**src/rtl/del_node_conn_stream_if.sv**
```systemverilog
// rtl/del_node_conn_stream_if.sv - gene stream handshake bundle for del_node_conn_stream
interface del_node_conn_stream_if #(
    parameter int GENE_SZ = 64
) ();
    logic               in_valid;
    logic               in_ready;
    logic [GENE_SZ-1:0] in_gene;
    logic               in_is_conn;
    logic               in_last;
    logic               out_valid;
    logic               out_ready;
    logic [GENE_SZ-1:0] out_gene;
    logic               out_keep;
    logic               out_last;

    modport master (
        output in_valid, in_gene, in_is_conn, in_last, out_ready,
        input  in_ready, out_valid, out_gene, out_keep, out_last
    );

    modport slave (
        input  in_valid, in_gene, in_is_conn, in_last, out_ready,
        output in_ready, out_valid, out_gene, out_keep, out_last
    );
endinterface

```
**src/rtl/del_node_conn_stream.sv**
```systemverilog
// rtl/del_node_conn_stream.sv - streaming NEAT node/connection deletion stage
// Optional per-genome deletion statistics enabled by DEL_NODE_CONN_STATS_EN.
module del_node_conn_stream #(
    parameter int GENE_SZ        = 64,
    parameter int ATTR_SZ        = 8,
    parameter int DEL_LIST_DEPTH = 8,
    parameter int CNT_W          = 8
) (
    input  logic                  clk,
    input  logic                  rst,
    del_node_conn_stream_if.slave s,
    input  logic [ATTR_SZ-1:0]    node_del_prob,
    input  logic [ATTR_SZ-1:0]    conn_del_prob,
    input  logic [ATTR_SZ-1:0]    random,
    output logic                  phase_err,
    output logic [CNT_W-1:0]      stat_node_del,
    output logic [CNT_W-1:0]      stat_conn_del,
    output logic                  stat_valid
);
    localparam int CW = $clog2(DEL_LIST_DEPTH + 1);
    localparam int IW = (DEL_LIST_DEPTH > 1) ? $clog2(DEL_LIST_DEPTH) : 1;

    typedef enum logic {S_NODE, S_CONN} state_t;

    state_t                    state;
    logic [ATTR_SZ-1:0]        list_id [DEL_LIST_DEPTH];
    logic [DEL_LIST_DEPTH-1:0] list_vld;
    logic [CW-1:0]             list_cnt;

    logic               accept, list_hit, list_full;
    logic               node_del, conn_del, gene_del, misphased;
    logic [1:0]         node_type;
    logic [ATTR_SZ-1:0] node_id, dest_id;

    assign node_type = s.in_gene[7*ATTR_SZ-2 -: 2];
    assign node_id   = s.in_gene[6*ATTR_SZ-1 -: ATTR_SZ];
    assign dest_id   = s.in_gene[5*ATTR_SZ-1 -: ATTR_SZ];

    assign s.in_ready = !s.out_valid || s.out_ready;
    assign accept     = s.in_valid && s.in_ready;
    assign list_full  = (list_cnt >= CW'(DEL_LIST_DEPTH));
    assign misphased  = !s.in_is_conn && (state == S_CONN);

    // Only valid-tagged entries compare, so cleared slots holding ID 0 never match
    always_comb begin
        list_hit = 1'b0;
        for (int i = 0; i < DEL_LIST_DEPTH; i++) begin
            if (list_vld[i] && (list_id[i] == node_id || list_id[i] == dest_id)) begin
                list_hit = 1'b1;
            end
        end
    end

    assign node_del = !s.in_is_conn && (state == S_NODE) && (random > node_del_prob)
                      && (node_type == 2'b00) && !list_full;
    assign conn_del = s.in_is_conn && (list_hit || (random > conn_del_prob));
    assign gene_del = node_del || conn_del;

    always_ff @(posedge clk or posedge rst) begin
        if (rst) begin
            state       <= S_NODE;
            list_cnt    <= '0;
            list_vld    <= '0;
            for (int i = 0; i < DEL_LIST_DEPTH; i++) begin
                list_id[i] <= '0;
            end
            s.out_valid <= 1'b0;
            s.out_gene  <= '0;
            s.out_keep  <= 1'b0;
            s.out_last  <= 1'b0;
            phase_err   <= 1'b0;
        end else begin
            if (accept) begin
                s.out_valid <= 1'b1;
                s.out_gene  <= gene_del ? '0 : s.in_gene;
                s.out_keep  <= !gene_del;
                s.out_last  <= s.in_last;
                if (misphased) begin
                    phase_err <= 1'b1;
                end
                // The closing beat is judged against the list, then the list is dropped
                if (s.in_last) begin
                    state    <= S_NODE;
                    list_cnt <= '0;
                    list_vld <= '0;
                end else begin
                    if (s.in_is_conn) begin
                        state <= S_CONN;
                    end
                    if (node_del) begin
                        list_id[list_cnt[IW-1:0]]  <= node_id;
                        list_vld[list_cnt[IW-1:0]] <= 1'b1;
                        list_cnt                   <= list_cnt + 1'b1;
                    end
                end
            end else if (s.out_ready) begin
                s.out_valid <= 1'b0;
            end
        end
    end

`ifdef DEL_NODE_CONN_STATS_EN
    logic [CNT_W-1:0] node_cnt, conn_cnt, node_nxt, conn_nxt;

    always_comb begin
        node_nxt = (node_del && node_cnt != '1) ? node_cnt + 1'b1 : node_cnt;
        conn_nxt = (conn_del && conn_cnt != '1) ? conn_cnt + 1'b1 : conn_cnt;
    end

    always_ff @(posedge clk or posedge rst) begin
        if (rst) begin
            node_cnt      <= '0;
            conn_cnt      <= '0;
            stat_node_del <= '0;
            stat_conn_del <= '0;
            stat_valid    <= 1'b0;
        end else begin
            stat_valid <= 1'b0;
            if (accept) begin
                if (s.in_last) begin
                    stat_node_del <= node_nxt;
                    stat_conn_del <= conn_nxt;
                    stat_valid    <= 1'b1;
                    node_cnt      <= '0;
                    conn_cnt      <= '0;
                end else begin
                    node_cnt <= node_nxt;
                    conn_cnt <= conn_nxt;
                end
            end
        end
    end
`else
    assign stat_node_del = '0;
    assign stat_conn_del = '0;
    assign stat_valid    = 1'b0;
`endif
endmodule

```
**src/flat_wrapper.sv**
```systemverilog
// flat-port wrapper written by rule: the top's interface ports become plain ports
module del_node_conn_stream_flat 
#(
    parameter int GENE_SZ        = 64,
    parameter int ATTR_SZ        = 8,
    parameter int DEL_LIST_DEPTH = 8,
    parameter int CNT_W          = 8
)
  (clk, rst, node_del_prob, conn_del_prob, random, phase_err, stat_node_del, stat_conn_del, stat_valid, s_in_valid, s_in_gene, s_in_is_conn, s_in_last, s_out_ready, s_in_ready, s_out_valid, s_out_gene, s_out_keep, s_out_last);
  del_node_conn_stream_if #(.GENE_SZ(GENE_SZ)) s_i ();
  input  logic clk;
  input  logic rst;
  input  logic [ATTR_SZ-1:0] node_del_prob;
  input  logic [ATTR_SZ-1:0] conn_del_prob;
  input  logic [ATTR_SZ-1:0] random;
  output logic phase_err;
  output logic [CNT_W-1:0] stat_node_del;
  output logic [CNT_W-1:0] stat_conn_del;
  output logic stat_valid;
  input wire logic [$bits(s_i.in_valid)-1:0] s_in_valid;
  input wire logic [$bits(s_i.in_gene)-1:0] s_in_gene;
  input wire logic [$bits(s_i.in_is_conn)-1:0] s_in_is_conn;
  input wire logic [$bits(s_i.in_last)-1:0] s_in_last;
  input wire logic [$bits(s_i.out_ready)-1:0] s_out_ready;
  output wire logic [$bits(s_i.in_ready)-1:0] s_in_ready;
  output wire logic [$bits(s_i.out_valid)-1:0] s_out_valid;
  output wire logic [$bits(s_i.out_gene)-1:0] s_out_gene;
  output wire logic [$bits(s_i.out_keep)-1:0] s_out_keep;
  output wire logic [$bits(s_i.out_last)-1:0] s_out_last;
  assign s_i.in_valid = s_in_valid;
  assign s_i.in_gene = s_in_gene;
  assign s_i.in_is_conn = s_in_is_conn;
  assign s_i.in_last = s_in_last;
  assign s_i.out_ready = s_out_ready;
  assign s_in_ready = s_i.in_ready;
  assign s_out_valid = s_i.out_valid;
  assign s_out_gene = s_i.out_gene;
  assign s_out_keep = s_i.out_keep;
  assign s_out_last = s_i.out_last;
  del_node_conn_stream #(.GENE_SZ(GENE_SZ), .ATTR_SZ(ATTR_SZ), .DEL_LIST_DEPTH(DEL_LIST_DEPTH), .CNT_W(CNT_W)) u_core (.clk(clk), .rst(rst), .s(s_i), .node_del_prob(node_del_prob), .conn_del_prob(conn_del_prob), .random(random), .phase_err(phase_err), .stat_node_del(stat_node_del), .stat_conn_del(stat_conn_del), .stat_valid(stat_valid));
endmodule
```
**config.mk**
```make
export PLATFORM = sky130hd
export DESIGN_NAME = del_node_conn_stream_flat
export DESIGN_NICKNAME = d
export VERILOG_FILES = /design/src/rtl/del_node_conn_stream_if.sv /design/src/rtl/del_node_conn_stream.sv /design/src/flat_wrapper.sv
export SDC_FILE = /design/constraint.sdc
export NUM_CORES = 1
export LEC_CHECK = 0
export CORE_MARGIN = 5
export CORE_UTILIZATION = 55
export DETAILED_ROUTE_END_ITERATION = 8
export PLACE_DENSITY = 0.86
export RECOVER_POWER = 50
export SYNTH_ARGS = -nofsm -noshare
export SYNTH_HDL_FRONTEND = slang
export SYNTH_SLANG_ARGS = --single-unit
```
**constraint.sdc**
```tcl
create_clock -name clk -period 7.4 [get_ports clk]
set_clock_uncertainty 0.05 [all_clocks]
set_input_delay 1.48 -clock clk [delete_from_list [all_inputs] [get_ports clk]]
set_output_delay 1.48 -clock clk [all_outputs]
set_load 0.02 [all_outputs]
```
**Signal wires on met1**

(3 px per um) Supply wires on this layer in grey.
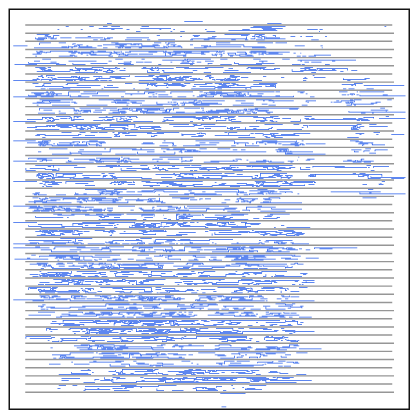
longest straight run: 43.2 um
wire length on this layer: 9260 um
share of all routed wire: 39%
nets with wire on the layer: 891
GR Layer Usage met1: 0.336
routed wire length: 23900 um
via count: 7072

**Placed standard cells**

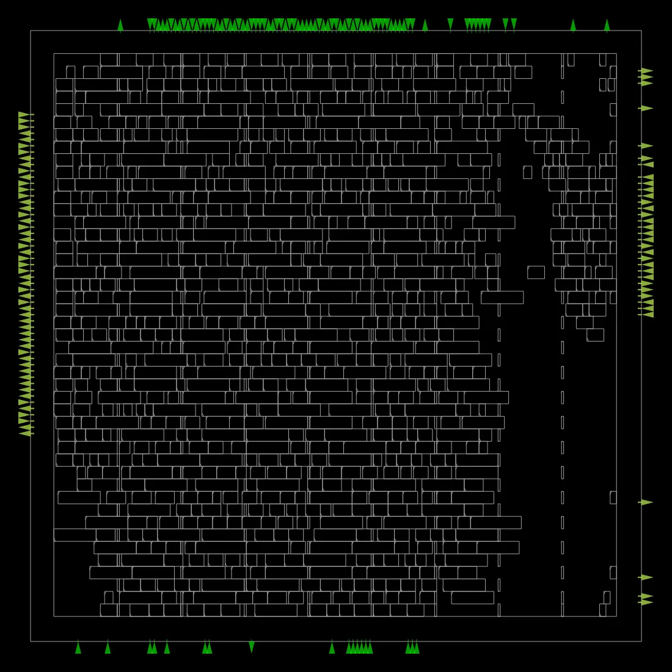
non-filler cells, final: 1096
Seq cells: 145
row cnt: 45

==> impl_metrics.yaml <==
# implementation run metrics
placement:
  gp_congestion: 0.817
  port_buffers: 162
  place_inst: 1066
  dp_slack_ns: 2.47
  dp_hpwl_um: 14600
  placed_area_mm2: 0.00991
power:
  clkPwrFrac: 0.396
  swShare: 0.287
  comb_power_share: 0.223
  power_clock_uw: 977
  power-top-group: "clock"
  powerComb_uw: 552
  p_seq_uw: 942
  p_total_mw: 2.47
  total_leakage_power_nw: 4.39
  power_switching_uw: 708
  p_seq_frac: 0.381
  worst_ir_drop_vdd_uv: 185
  p_int_mw: 1.76
  power_density_mw_per_mm2: 234
drt:
  wire_per_inst_um: 21.8
  firstDrtPassIters: 6
  via_per_inst: 6.45
  drc: 0
  antenna_left: 0
  first_iter_violations: 552
clock_network:
  worstSkewPairLatency_ns: 0.43
  clkTransAtPathRegs_ns: 0.06
  cts_buffer_depth: 2
  ctsResizeCount: 0
  numCtsBuffers: 17
  cts-root-buf: "clkbuf_16"
  cts_tree: "built"
  cts_hold_buf: 0
  post_cts_buffers: 0
  htree_num_levels: 4
  cts.sinks: 145
run:
  maxCapViolCount: 1
  warning_count: 30
setup_path:
  cp_num_buf_inv: 2
  critPathCaptureType: "register"
  critPathTopFamily: "buffers and inverters"
  path_cells: "clkdlybuf4s50_1 -> xnor2_1 -> nand4_1 -> o22ai_1 -> a22oi_2 -> buf_4 -> nand4_1 -> o21ai_0"
  endpoint: "u_core.s.out_gene[40]"
  ff2ff_path_depth: 7
  timing.rr.start: "u_core.list_id[58]"
  r2r_setup_slack_ns: 4.33
  cp.arrival_ns: 5.01
  crit_top_cell: "nand4_1"
  cp-startpoint: "s_in_gene[43]"
  cp-start-kind: "input pin"
  path_depth: 8
  reg2reg_to: "u_core.s.out_gene[40]"
  crit_path_max_fanout: 38
  crit_type: "in2reg"
  worstPathRequired_ns: 7.69
  cpPeakStageDelay_ns: 1.04
  crit_slowest_cell: "clkdlybuf4s50_1"
floorplan:
  initCoreUtil: 0.554
  core_mm2: 0.0150
  dieArea_mm2: 0.0176
  fp.dieW_um: 133
  die_height_um: 133
  io_pins: 180
finish:
  syn2layout_area_growth_pct: 27.2
  n_antenna_cell: 0
  lay_top_cells: "dfrtp_1 (145), xnor2_1 (128), nand4_1 (95), clkdlybuf4s50_1 (92), dlygate4sd3_1 (70)"
  fillers: 1043
  reg.largest.list: "u_core.list_id: 64 flops, u_core.s.out_gene: 64 flops, u_core.list_vld: 8 flops"
  final_nets: 1009
  lay_top_count: "dfrtp_1"
  drive_above_1_share: 0.132
  fin_util: 0.705
  final_area_mm2: 0.0106
run_status:
  status: "finished, violations left"
  violations: "capacitance limit, slew limit"
yosys:
  synth_cells: 782
  yosys_warnings: 0
  top_cells_by_count: "dfrtp_1 (145), xnor2_1 (128), nand4_1 (95)"
  adder_share: 0.0271
  ys_cells: 782
  aoi_share: 0.144
  ys_sh_xor: 0.135
  ys_area_mm2: 0.00830
  top_area_frac: 0.437
  seq_area_frac_synth: 0.437
  muxShareOfSynthArea: 0.0880
  logic_family: "AND-OR/OR-AND gates"
  ys_types: 43
  async_flop_share: 1.00
  syn_area_per_cell_um2: 10.6
  edf_count: 0
  netlist_area_mm2: 0.00830
  area_leaders: "dfrtp_1 (44%), xnor2_1 (14%), mux2_2 (8.5%)"
  most_common_cell: "dfrtp_1"
  simple_gate_area_frac: 0.104
final_timing:
  period_used_share: 0.638
  fin_setup_tns_ns: 0
  max_clock_freq_mhz: 212
  min_period_ns: 4.72
  hold_ws_ns: 0.403
  relSlewSlack: -0.942
  worst_slack_ns: 2.68
  hold_violations: 0
  slew_viol_final: 66
  tightest_slew_ns: 2.90
  setup_viol: 0
  rsz0062_at_grt: "no"
worst_hold_path:
  min-delay-start: "u_core.phase_err"
  hold_class: "reg2reg"
  hold_end: "u_core.phase_err"
  holdPathStages: 1
global_route:
  grt_overflow: 0
  antenna_found_initial: 0
  grt_first_pass_wirelength_um: 38000
  grt_pass1_vias: 7134
  grtUsageTotal: 0.269
  grt_max_degree: 126
**M2 wires**

(2 px per um)
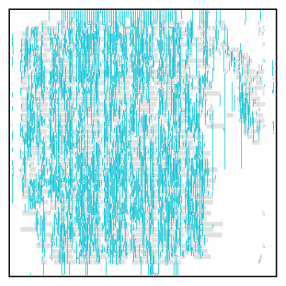
main direction: vertical
wire length on this layer: 12000 um
longest straight run: 47.9 um
met2 Usage GRT: 0.439

worst reg2reg max path, cell delays in order, from the launching register on:
cell     delay [ns]
dfrtp_1        0.43
xnor2_1        0.18
nand4_1        0.14
o22ai_1        0.14
a22oi_2        1.01
buf_4          0.55
nand4_1        0.19
o21ai_0        0.28
area by class of cell:
cell class / count / area, um2 / area share
clock inverters: 11 / 210 / 0.0199
clock buffers: 19 / 453 / 0.0429
well taps: 188 / 235 / 0.0223
repair buffers: 175 / 1720 / 0.163
inverters: 21 / 80.1 / 0.00758
multi-input cells: 537 / 4230 / 0.401
flip-flops and latches: 145 / 3630 / 0.344
routing by layer:
metal	wire, um	GRT usage	vias up
met1	9260	0.336	3563
li1	-	-	3104
met2	12000	0.439	344
met5	0	0	-
met3	1810	0.0753	61
met4	821	0.115	0
Power and IR drop assume default switching activity.
